===== config.mk =====
export PLATFORM = sky130hd
export DESIGN_NAME = obj_cmd_array_flat
export DESIGN_NICKNAME = d
export VERILOG_FILES = /design/src/rtl/obj_cmd_if.sv /design/src/rtl/obj_cmd_array.sv /design/src/flat_wrapper.sv
export SDC_FILE = /design/constraint.sdc
export NUM_CORES = 1
export LEC_CHECK = 0
export CORE_MARGIN = 4
export CORE_UTILIZATION = 58
export DETAILED_ROUTE_END_ITERATION = 6
export GPL_ROUTABILITY_DRIVEN = 0
export GPL_TIMING_DRIVEN = 0
export HOLD_SLACK_MARGIN = 0.1
export PLACE_DENSITY = 0.86
export SYNTH_ARGS = -nofsm -noshare
export SYNTH_HDL_FRONTEND = slang
export SYNTH_SLANG_ARGS = --single-unit

===== constraint.sdc =====
create_clock -name clk_i -period 2.1 [get_ports clk_i]
set_input_delay 0.42 -clock clk_i [delete_from_list [all_inputs] [get_ports clk_i]]
set_output_delay 0.42 -clock clk_i [all_outputs]
set_load 0.005 [all_outputs]

===== src/rtl/obj_cmd_if.sv =====
// Command port of the object array: valid/ready handshake plus address and op.
interface obj_cmd_if #(
    parameter int ADDR_W = 5
);
    logic              cmd_valid_i;
    logic              cmd_ready_o;
    logic [ADDR_W-1:0] cmd_addr_i;
    logic [2:0]        cmd_op_i;

    modport master (
        output cmd_valid_i,
        output cmd_addr_i,
        output cmd_op_i,
        input  cmd_ready_o
    );

    modport slave (
        input  cmd_valid_i,
        input  cmd_addr_i,
        input  cmd_op_i,
        output cmd_ready_o
    );
endinterface


===== src/rtl/obj_cmd_array.sv =====
// Array of NUM_OBJ addressable status objects (numbered 1..NUM_OBJ, address 0
// broadcasts). Each object has a status bit, a lock bit and a pulse down-counter.
// All outputs are registered; a command is visible one cycle after its accept.
module obj_cmd_array #(
    parameter int NUM_OBJ   = 18,
    parameter int ADDR_W    = 5,
    parameter int PULSE_LEN = 4
) (
    input  logic               clk_i,
    input  logic               rst_i,
    obj_cmd_if.slave           cmd,
    output logic [NUM_OBJ-1:0] status_o,
    output logic [NUM_OBJ-1:0] lock_o,
    output logic               err_o
);

    localparam int CNT_W = $clog2(PULSE_LEN + 1);
    localparam logic [CNT_W-1:0]  PULSE_CNT = CNT_W'(PULSE_LEN);
    localparam logic [CNT_W-1:0]  CNT_ONE   = CNT_W'(1);
    localparam logic [ADDR_W-1:0] LAST_ADDR = ADDR_W'(NUM_OBJ);

    localparam logic [2:0] OP_CLR    = 3'b000;
    localparam logic [2:0] OP_SET    = 3'b001;
    localparam logic [2:0] OP_TOG    = 3'b010;
    localparam logic [2:0] OP_PULSE  = 3'b011;
    localparam logic [2:0] OP_LOCK   = 3'b100;
    localparam logic [2:0] OP_UNLOCK = 3'b101;

    logic               ready_q;
    logic               err_q;
    logic [NUM_OBJ-1:0] status_q;
    logic [NUM_OBJ-1:0] lock_q;
    logic [CNT_W-1:0]   cnt_q [NUM_OBJ];

    logic [NUM_OBJ-1:0] status_d;
    logic [NUM_OBJ-1:0] lock_d;
    logic [CNT_W-1:0]   cnt_d [NUM_OBJ];

    logic               accept;
    logic               reserved;
    logic               stat_op;
    logic               bcast;
    logic               in_range;
    logic               tgt_locked;
    logic [NUM_OBJ-1:0] sel;
    logic               err_d;

    assign cmd.cmd_ready_o = ready_q;
    assign status_o        = status_q;
    assign lock_o          = lock_q;
    assign err_o           = err_q;

    // Command decode: which objects a command addresses and whether it is an error.
    always_comb begin
        accept     = cmd.cmd_valid_i && ready_q;
        reserved   = cmd.cmd_op_i[2] && cmd.cmd_op_i[1];
        stat_op    = !cmd.cmd_op_i[2];
        bcast      = (cmd.cmd_addr_i == '0);
        in_range   = !bcast && (cmd.cmd_addr_i <= LAST_ADDR);
        tgt_locked = 1'b0;
        sel        = '0;
        for (int k = 0; k < NUM_OBJ; k++) begin
            if (cmd.cmd_addr_i == ADDR_W'(k + 1)) begin
                tgt_locked = lock_q[k];
            end
            sel[k] = accept && !reserved &&
                     (bcast || (cmd.cmd_addr_i == ADDR_W'(k + 1)));
        end
        // Broadcast never errors on locked objects; those are simply skipped.
        err_d = accept && (reserved ||
                           (!bcast && !in_range) ||
                           (in_range && stat_op && tgt_locked));
    end

    // Per-object next state: pulse countdown first, then an accepted command
    // overrides it so a command on the expiry edge wins.
    always_comb begin
        status_d = status_q;
        lock_d   = lock_q;
        cnt_d    = cnt_q;
        for (int k = 0; k < NUM_OBJ; k++) begin
            if (cnt_q[k] != '0) begin
                cnt_d[k] = cnt_q[k] - CNT_ONE;
                if (cnt_q[k] == CNT_ONE) begin
                    status_d[k] = 1'b0;
                end
            end
            if (sel[k]) begin
                case (cmd.cmd_op_i)
                    OP_CLR: begin
                        if (!lock_q[k]) begin
                            status_d[k] = 1'b0;
                            cnt_d[k]    = '0;
                        end
                    end
                    OP_SET: begin
                        if (!lock_q[k]) begin
                            status_d[k] = 1'b1;
                            cnt_d[k]    = '0;
                        end
                    end
                    OP_TOG: begin
                        if (!lock_q[k]) begin
                            status_d[k] = !status_q[k];
                            cnt_d[k]    = '0;
                        end
                    end
                    OP_PULSE: begin
                        if (!lock_q[k]) begin
                            status_d[k] = 1'b1;
                            cnt_d[k]    = PULSE_CNT;
                        end
                    end
                    OP_LOCK:   lock_d[k] = 1'b1;
                    OP_UNLOCK: lock_d[k] = 1'b0;
                    default: ;
                endcase
            end
        end
    end

    // Object state registers.
    always_ff @(posedge clk_i) begin
        if (rst_i) begin
            status_q <= '0;
            lock_q   <= '0;
            for (int k = 0; k < NUM_OBJ; k++) begin
                cnt_q[k] <= '0;
            end
        end else begin
            status_q <= status_d;
            lock_q   <= lock_d;
            for (int k = 0; k < NUM_OBJ; k++) begin
                cnt_q[k] <= cnt_d[k];
            end
        end
    end

    // Ready comes up one edge after reset is released; error is a one-cycle pulse.
    always_ff @(posedge clk_i) begin
        if (rst_i) begin
            ready_q <= 1'b0;
            err_q   <= 1'b0;
        end else begin
            ready_q <= 1'b1;
            err_q   <= err_d;
        end
    end

endmodule


===== src/flat_wrapper.sv =====
// flat-port wrapper written by rule: the top's interface ports become plain ports
module obj_cmd_array_flat 
#(
    parameter int NUM_OBJ   = 18,
    parameter int ADDR_W    = 5,
    parameter int PULSE_LEN = 4
)
  (clk_i, rst_i, status_o, lock_o, err_o, cmd_cmd_valid_i, cmd_cmd_addr_i, cmd_cmd_op_i, cmd_cmd_ready_o);
  obj_cmd_if #(.ADDR_W(ADDR_W)) cmd_i ();
  input  logic clk_i;
  input  logic rst_i;
  output logic [NUM_OBJ-1:0] status_o;
  output logic [NUM_OBJ-1:0] lock_o;
  output logic err_o;
  input wire logic [$bits(cmd_i.cmd_valid_i)-1:0] cmd_cmd_valid_i;
  input wire logic [$bits(cmd_i.cmd_addr_i)-1:0] cmd_cmd_addr_i;
  input wire logic [$bits(cmd_i.cmd_op_i)-1:0] cmd_cmd_op_i;
  output wire logic [$bits(cmd_i.cmd_ready_o)-1:0] cmd_cmd_ready_o;
  assign cmd_i.cmd_valid_i = cmd_cmd_valid_i;
  assign cmd_i.cmd_addr_i = cmd_cmd_addr_i;
  assign cmd_i.cmd_op_i = cmd_cmd_op_i;
  assign cmd_cmd_ready_o = cmd_i.cmd_ready_o;
  obj_cmd_array #(.NUM_OBJ(NUM_OBJ), .ADDR_W(ADDR_W), .PULSE_LEN(PULSE_LEN)) u_core (.clk_i(clk_i), .rst_i(rst_i), .cmd(cmd_i), .status_o(status_o), .lock_o(lock_o), .err_o(err_o));
endmodule

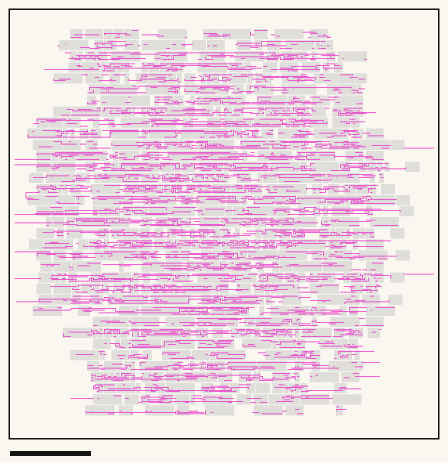
Fig. 1. Met1 routing (run 1).
Bar = 20 um.
share of all routed wire: 42%
wire length on this layer: 6110 um
longest straight run: 26.7 um
main direction: horizontal
nets with wire on the layer: 679
met1 Usage GRT: 31.19%
WL final: 14.59 mm
Vias: 4918

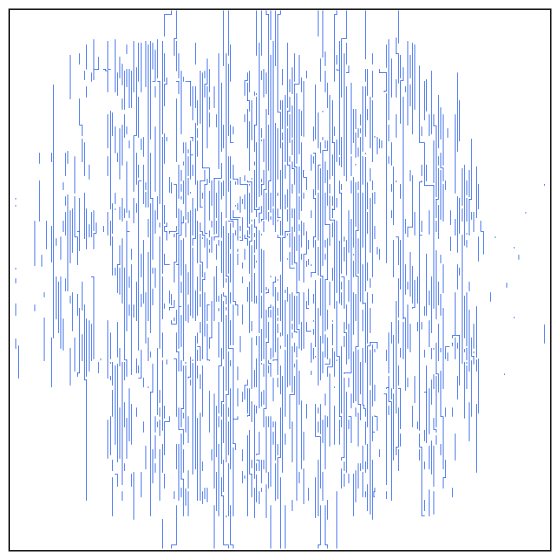
Fig. 2. Signal wires on met2 (run 1).
wire length on this layer: 7100 um
main direction: vertical
met2 usage in global routing: 45.77%

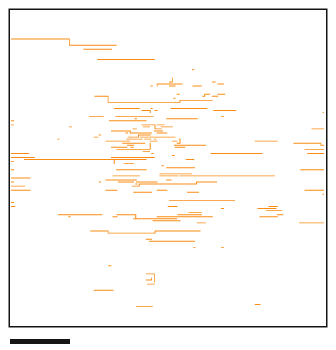
Fig. 3. M3 wires (run 1).
Bar = 20 um.
main direction: horizontal
nets with wire on the layer: 88
met3 Track Usage GR: 4.654%

[run 1: cell families (layout without fill, tap and decap cells)]
logic type / after synthesis / in the layout
adders and majority gates: 54 / 54
muxes: 5 / 5
AOI/OAI and AO/OA: 131 / 131
buffers and inverters: 69 / 144
and+or+nand+nor: 237 / 237
DFF: 92 / 92
xor gates and xnor gates: 24 / 24
[run 1: layout make-up]
class | count | share of cell area (%)
repair buffers | 59 | 8.637
well taps | 129 | 2.470
flip-flops and latches | 92 | 28.19
multi-input cells | 451 | 52.39
clock buffers | 11 | 2.164
inverters | 41 | 2.355
clock inverters | 5 | 1.302
plain buffers | 28 | 2.489
[run 1: stage by stage]
stage,hold WS (ns),cell area [sq um],util [%],TNS [ns]
6_report,0.4971,6534,70.71,0
5_1_grt,0.4855,6534,70.71,-0.06319
4_1_cts,0.5061,6394,69.19,0
3_5_place_dp,0.4930,6103,66.05,-26.01
3_3_place_gp,0.4872,6103,66.05,-21.88
2_1_floorplan,0.4788,5482,-,0
[run 1: power groups by stage]
stage          registers, mW  clock network [mW]  logic (mW)
2_1_floorplan           2.46                   0        2.17
3_3_place_gp            2.50                   0        2.44
3_5_place_dp            2.53                   0        2.68
4_1_cts                 2.50                1.37        2.73
5_1_grt                 2.56                1.44        3.12
6_report                2.51                1.36        2.75
[run 1: cell usage in the layout (no fill, tap or decap), types with 3 or more instances in the layout]
| cell type | count |
|---|---|
| a2111oi_4 | 5 |
| mux2i_1 | 5 |
| a211oi_1 | 48 |
| nand3_1 | 5 |
| ha_1 | 54 |
| a2111oi_0 | 18 |
| nor3_1 | 36 |
| a311oi_1 | 9 |
| buf_2 | 5 |
| dfxtp_1 | 92 |
| clkdlybuf4s50_1 | 42 |
| or3_4 | 3 |
| nor3_2 | 7 |
| nor2b_1 | 23 |
| buf_6 | 5 |
| nor3b_1 | 4 |
| dlymetal6s2s_1 | 3 |
| nor2_1 | 66 |
| o21ai_0 | 7 |
| clkbuf_8 | 10 |
| nor3_4 | 5 |
| buf_4 | 16 |
| nand3b_1 | 4 |
| a31oi_1 | 3 |
| clkbuf_1 | 14 |
| nand2b_1 | 24 |
| a21oi_1 | 30 |
| nand2_1 | 27 |
| nor4b_4 | 3 |
| inv_1 | 41 |
| xnor2_1 | 24 |
| or3b_2 | 6 |
[run 1: final timing paths]
path	startpoint	end	cells after the start
worst max-delay path	cmd_cmd_op_i[1]	u_core.lock_o[16]	7
worst min-delay path	cmd_cmd_valid_i	u_core.err_o	3
worst max register to register	u_core.cmd.cmd_ready_o	u_core.lock_o[16]	6
worst min register to register	u_core.cnt_q[40]	u_core.cnt_q[40]	2
[run 1: flip-flops by register name, indices dropped and copies added, names as in the netlist]
name	cells
u_core.cnt_q	54
u_core.lock_o	18
u_core.status_o	18
u_core.cmd.cmd_ready_o	1
u_core.err_o	1
[run 1: critical path, cell delays in order]
cell	delay [ns]
clkdlybuf4s50_1	0.55
nand4b_1	0.29
clkbuf_1	0.49
nor2_1	0.17
nand3_1	0.14
mux2i_1	0.20
nor2_1	0.05
[run 1: repair_timing]
action / CTS / global route
endpoints found under the setup margin: 19 / 32
buffers inserted: 4 / 9
pin swaps: 1 / 4
gates resized: 9 / 20
==> results.cfg, run 1 <==
; physical design summary
[critical_path]
crit_path_start_kind = primary input
rrSetupSlack_ns = 0.20
worstPathMaxFanout = 10
worstSetupPathType = primary input to register

[detailed_routing]
top_layer_used = met4
drt-met1-wl_mm = 6.111
drc_errors = 0
firstDrtPassIters = 5
wl_per_cell_um = 17.88

[pwr]
power.density_nw_per_um2 = 1014
power.total_mw = 6.627
ir_worst_vdd_uv = 606.2
clkPwrFrac_pct = 20.6
power_leakage_nw = 2.353

[placement]
io_buffers = 46
place_ws_ns = -0.6618

[synthesis]
ys_cells = 612
numSynthFlops = 92
ys_sh_adder_pct = 12.33
synth_simple_gate_area_share_pct = 25.29
synthArstFlopShare_pct = 0
ys_types = 54
synth.cellmix.xorXnorShare_pct = 3.835
mux_share_pct = 0.9130
top_cell = dfxtp_1

[clock_network]
clk_latency_ns = 0.36
cts_hold_buffers = 0
htreeDepth = 3
cts_num_sinks = 92
numCtsBuffers = 9

[die]
die_width_um = 105.2
rows = 35
ioPinCount = 49
coreArea_sq_um = 9240

[finish]
n_fill_cell = 656
instances_no_fill = 816
regArea_sq_um = 1842

[sta]
slew_headroom_pct = 49.33
maxSlewViolCount = 0
rsz0062_at_grt = true
fin_crit_ns = 2.077
setup_viol = 0

[global_routing]
grt.overflow.total = 0
gr-max-usage-layer = met2
grt_max_degree = 16

[run_status]
outcome = complete, no violations

[job]
cap_viol_max_count = 0
## Run 2: what changed since run 1
--- a/config.mk
+++ b/config.mk
@@ -5,8 +5,10 @@
 export SDC_FILE = /design/constraint.sdc
 export NUM_CORES = 1
 export LEC_CHECK = 0
+export CAP_MARGIN = 10
 export CORE_MARGIN = 4
 export CORE_UTILIZATION = 58
+export CTS_CLUSTER_SIZE = 20
 export DETAILED_ROUTE_END_ITERATION = 6
 export GPL_ROUTABILITY_DRIVEN = 0
 export GPL_TIMING_DRIVEN = 0
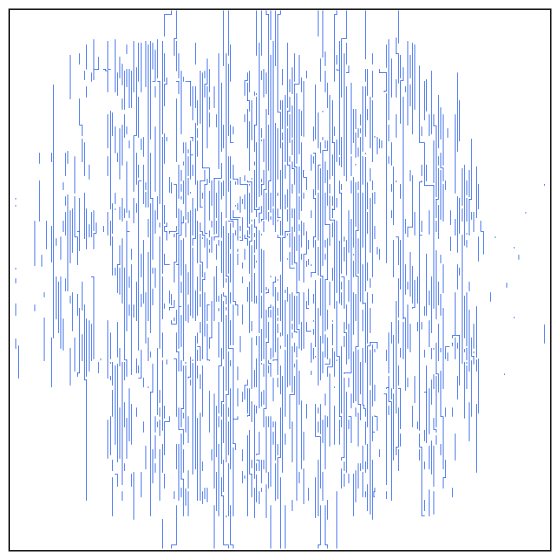
Fig. 4. Signal wires on met2 (run 2).
longest straight run: 49.3 um
share of all routed wire: 49%
nets with wire on the layer: 627

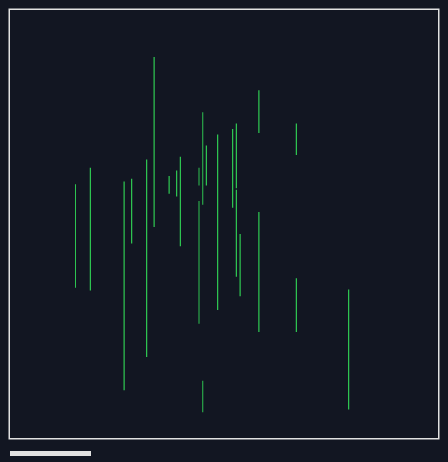
Fig. 5. Metal 4 (run 2).
Bar = 20 um.
share of all routed wire: 3.6%
main direction: vertical

==> run 2 against run 1 <==
Non-clock buffer count unchanged. Critical path type unchanged. Cell count unchanged. Sequential power about the same. Worst setup slack unchanged. Combinational power about the same. Flip-flop count unchanged. Clock power about the same. Register-to-register slack about the same. Die size unchanged. Power unchanged. Highest routed layer unchanged.
==> results.cfg, run 2 <==
; physical design summary
[run_status]
outcome = complete, no violations

[finish]
final_cell_area_sq_um = 6534
regMostFlops = u_core.cnt_q
layout_top_cell = dfxtp_1

[placement]
postPlaceCellArea_sq_um = 6103
io_buffers = 46

[sta]
fin_crit_ns = 2.077
setup_tns_ns = 0
setup_viol = 0

[pwr]
ir_worst_vdd_uv = 606.2
power.density_nw_per_um2 = 1014
power_leakage_nw = 2.353
clkPwrFrac_pct = 20.6
power.total_mw = 6.627

[critical_path]
crit_path_start_kind = primary input
worstSetupPathType = primary input to register

[synthesis]
synthArstFlopShare_pct = 0

[die]
ioPinCount = 49
die_width_um = 105.2

[detailed_routing]
num_vias = 4918
firstDrtPassIters = 5
wl_per_cell_um = 17.88

[clock_network]
numCtsBuffers = 9

[worst_hold_path]
hold_depth = 3
-- run 2: worst paths after layout --
path                            end                    from  slack (ns)
setup / recovery  u_core.lock_o[16]         cmd_cmd_op_i[1]        0.02
hold / removal         u_core.err_o         cmd_cmd_valid_i        0.50
setup reg to reg  u_core.lock_o[16]  u_core.cmd.cmd_ready_o        0.20
hold reg to reg    u_core.cnt_q[40]        u_core.cnt_q[40]        0.51
-- run 2: worst max-delay path: stages --
cell	delay, ns
clkdlybuf4s50_1	0.55
nand4b_1	0.29
clkbuf_1	0.49
nor2_1	0.17
nand3_1	0.14
mux2i_1	0.20
nor2_1	0.05
-- run 2: logic make-up after synthesis --
kind of cell,Yosys count,share of synthesized area (%)
flip-flops,92,33.60
XOR/XNOR,24,3.835
multiplexers,5,0.9131
AND-OR/OR-AND,131,18.60
AND/OR/NAND/NOR,237,25.29
adder cells (fa/ha/maj),54,12.33
buffers and inverters,69,5.432
-- run 2: metal layers --
metal | vias to the layer above | share of wire [%] | wire length [um] | GRT usage [%]
li1 | 2323 | - | - | -
met2 | 217 | 49 | 7104 | 45.77
met1 | 2327 | 42 | 6111 | 31.19
met5 | - | 0 | 0 | 0
met4 | 0 | 3.6 | 519 | 11.72
met3 | 51 | 5.8 | 852 | 4.654
-- run 2: area by class of cell --
class	count	area share [%]
plain buffers	28	2.489
clock buffers	11	2.164
multi-input cells	451	52.39
repair buffers	59	8.637
flip-flops and latches	92	28.19
clock inverters	5	1.302
well taps	129	2.470
inverters	41	2.355
-- run 2: power groups by stage --
| stage | Combinational (mW) | Clock, mW | Sequential [mW] |
|---|---|---|---|
| global route | 3.12 | 1.44 | 2.56 |
| detailed placement | 2.68 | 0 | 2.53 |
| floorplan | 2.17 | 0 | 2.46 |
| global placement | 2.44 | 0 | 2.50 |
| finish | 2.75 | 1.36 | 2.51 |
| CTS | 2.73 | 1.37 | 2.50 |
-- run 2: repair_timing --
action | CTS | global route
resized | 9 | 20
pin swaps | 1 | 4
gates cloned | 0 | 0
setup buffers | 4 | 9
endpoints found under the setup margin | 19 | 32
hold buffers | 0 | 0
Fig. 6: run 2, met1 routing
Bar = 20 um.
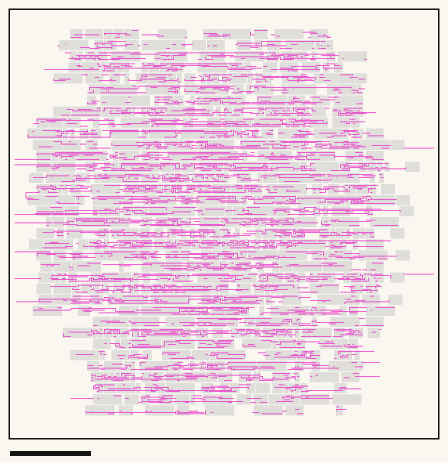

## Run 3: what changed since run 2
--- a/config.mk
+++ b/config.mk
@@ -6,7 +6,7 @@
 export NUM_CORES = 1
 export LEC_CHECK = 0
 export CAP_MARGIN = 10
-export CORE_MARGIN = 4
+export CORE_MARGIN = 2
 export CORE_UTILIZATION = 58
 export CTS_CLUSTER_SIZE = 20
 export DETAILED_ROUTE_END_ITERATION = 6
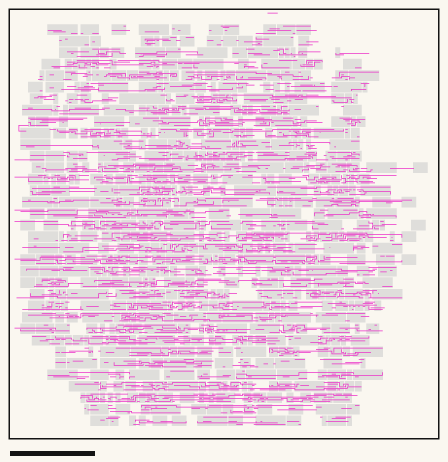
Fig. 7. Met1 routing (run 3).
Bar = 20 um.
share of all routed wire: 41%
longest straight run: 31.7 um
main direction: horizontal
wire length on this layer: 5940 um
nets with wire on the layer: 672

==> run 3 against run 2 <==
Synthesized area unchanged. Cell count decreased by 2.8%. Synthesized cell count unchanged. Sequential power about the same. Clock power decreased by 9%. Die size decreased by 7.5%. Sequential share of layout area increased by 0.32 points. Maximum frequency increased by 0.23%. Combinational power about the same. Worst setup slack improved by 0.0047 ns. Flip-flop count unchanged. First-iteration DRC count decreased by 22%. Critical endpoint is now u_core.lock_o[15].
==> results.cfg, run 3 <==
; physical design summary
[critical_path]
worstSetupPathType = primary input to register
critPathBufInv = 1
path_delay_family = simple AND/OR/NAND/NOR gates
crit_path_start_kind = primary input
crit_path_cell_trace = clkdlybuf4s50_1 > nand4b_1 > nor3_2 > a21oi_1 > a311oi_1
cpPeakStageDelay_ns = 0.57

[placement]
io_buffers = 46
postPlaceCellArea_sq_um = 6081

[run_status]
outcome = complete, no violations

[finish]
layout_top_cell = dfxtp_1
final_cell_area_sq_um = 6461
regMostFlops = u_core.cnt_q

[pwr]
power.total_mw = 6.513
power_leakage_nw = 2.328
power.density_nw_per_um2 = 1008
ir_worst_vdd_uv = 573.9

[detailed_routing]
drt-met1-wl_mm = 5.935
route.met3.wl_mm = 1.045
firstDrtPassIters = 6
routed-wl-met2_mm = 7.130
num_vias = 4904
top_layer_used = met4

[global_routing]
grt_usage_pct = 28.77

[sta]
fin_crit_ns = 2.072

[die]
coreArea_sq_um = 9196
ioPinCount = 49

[clock_network]
cts_hold_buffers = 0
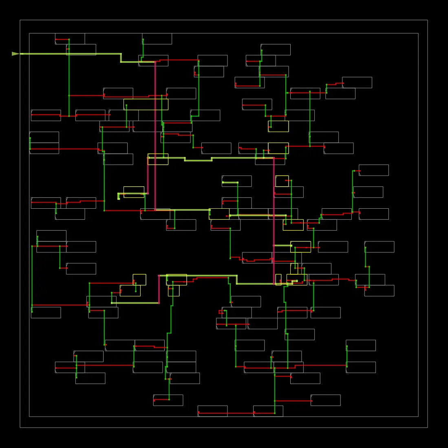
Fig. 8. Clock wiring as the flow saved it (run 3).
post-route clock skew: 0.01232 ns
Late-Pin Clk Latency: 0.37 ns
CTS buffer count: 9

[run 3: path summary, 6_finish.rpt]
path / startpoint / to / slack (ns) / cells past startpoint
hold / removal: u_core.cnt_q[19] / u_core.cnt_q[19] / 0.51 / 2
hold reg to reg: u_core.cnt_q[19] / u_core.cnt_q[19] / 0.51 / 2
setup / recovery: cmd_cmd_valid_i / u_core.lock_o[15] / 0.03 / 5
setup reg to reg: u_core.cmd.cmd_ready_o / u_core.lock_o[15] / 0.21 / 4
[run 3: cell families after synthesis]
logic type	Yosys count	share of synthesized area [%]
xor gates and xnor gates	24	3.835
adders and majority gates	54	12.33
muxes	5	0.9131
AOI/OAI and AO/OA	131	18.60
and+or+nand+nor	237	25.29
DFF	92	33.60
buffers and inverters	69	5.432
[run 3: final cells by class]
type                    count  area (sq um)
inverters                  41         153.9
flip-flops and latches     92          1842
fillers                   658          2735
clock inverters             5         60.06
repair buffers             54         528.0
well taps                 111         138.9
plain buffers              28         171.4
clock buffers              11         141.4
multi-input cells         451          3426
[run 3: what timing repair did]
action | CTS | global route
pin swaps | 1 | 6
resized | 9 | 25
setup buffers | 1 | 7
endpoints found under the setup margin | 18 | 38
[run 3: routing by layer]
metal	vias up	track usage, %
li1	2318	-
met1	2299	36.10
met2	238	49.82
met3	49	6.073
met4	0	8.628
met5	-	0
[run 3: per-stage QoR]
stage,cells,hold slack (ns),setup TNS (ns)
global placement,769,0.4858,-22.76
floorplan,612,0.4788,0
global route,793,0.5342,-0.1348
CTS,786,0.5128,0
detailed placement,769,0.4978,-26.06
finish,793,0.5122,0
[run 3: tightest hold or removal path: stages, from the launching register on]
cell and delay [ns]:
dfxtp_1 0.32, nor2_1 0.09, a2111oi_0 0.06
[run 3: where the power goes]
part           switching, mW  leakage (nW)  internal [mW]
combinational           1.50          1.47           1.25
clock                  0.656        0.0999          0.588
sequential             0.317         0.755           2.20
total                   2.48          2.33           4.04
No activity file was given, so power comes from the tool's default toggle rates.
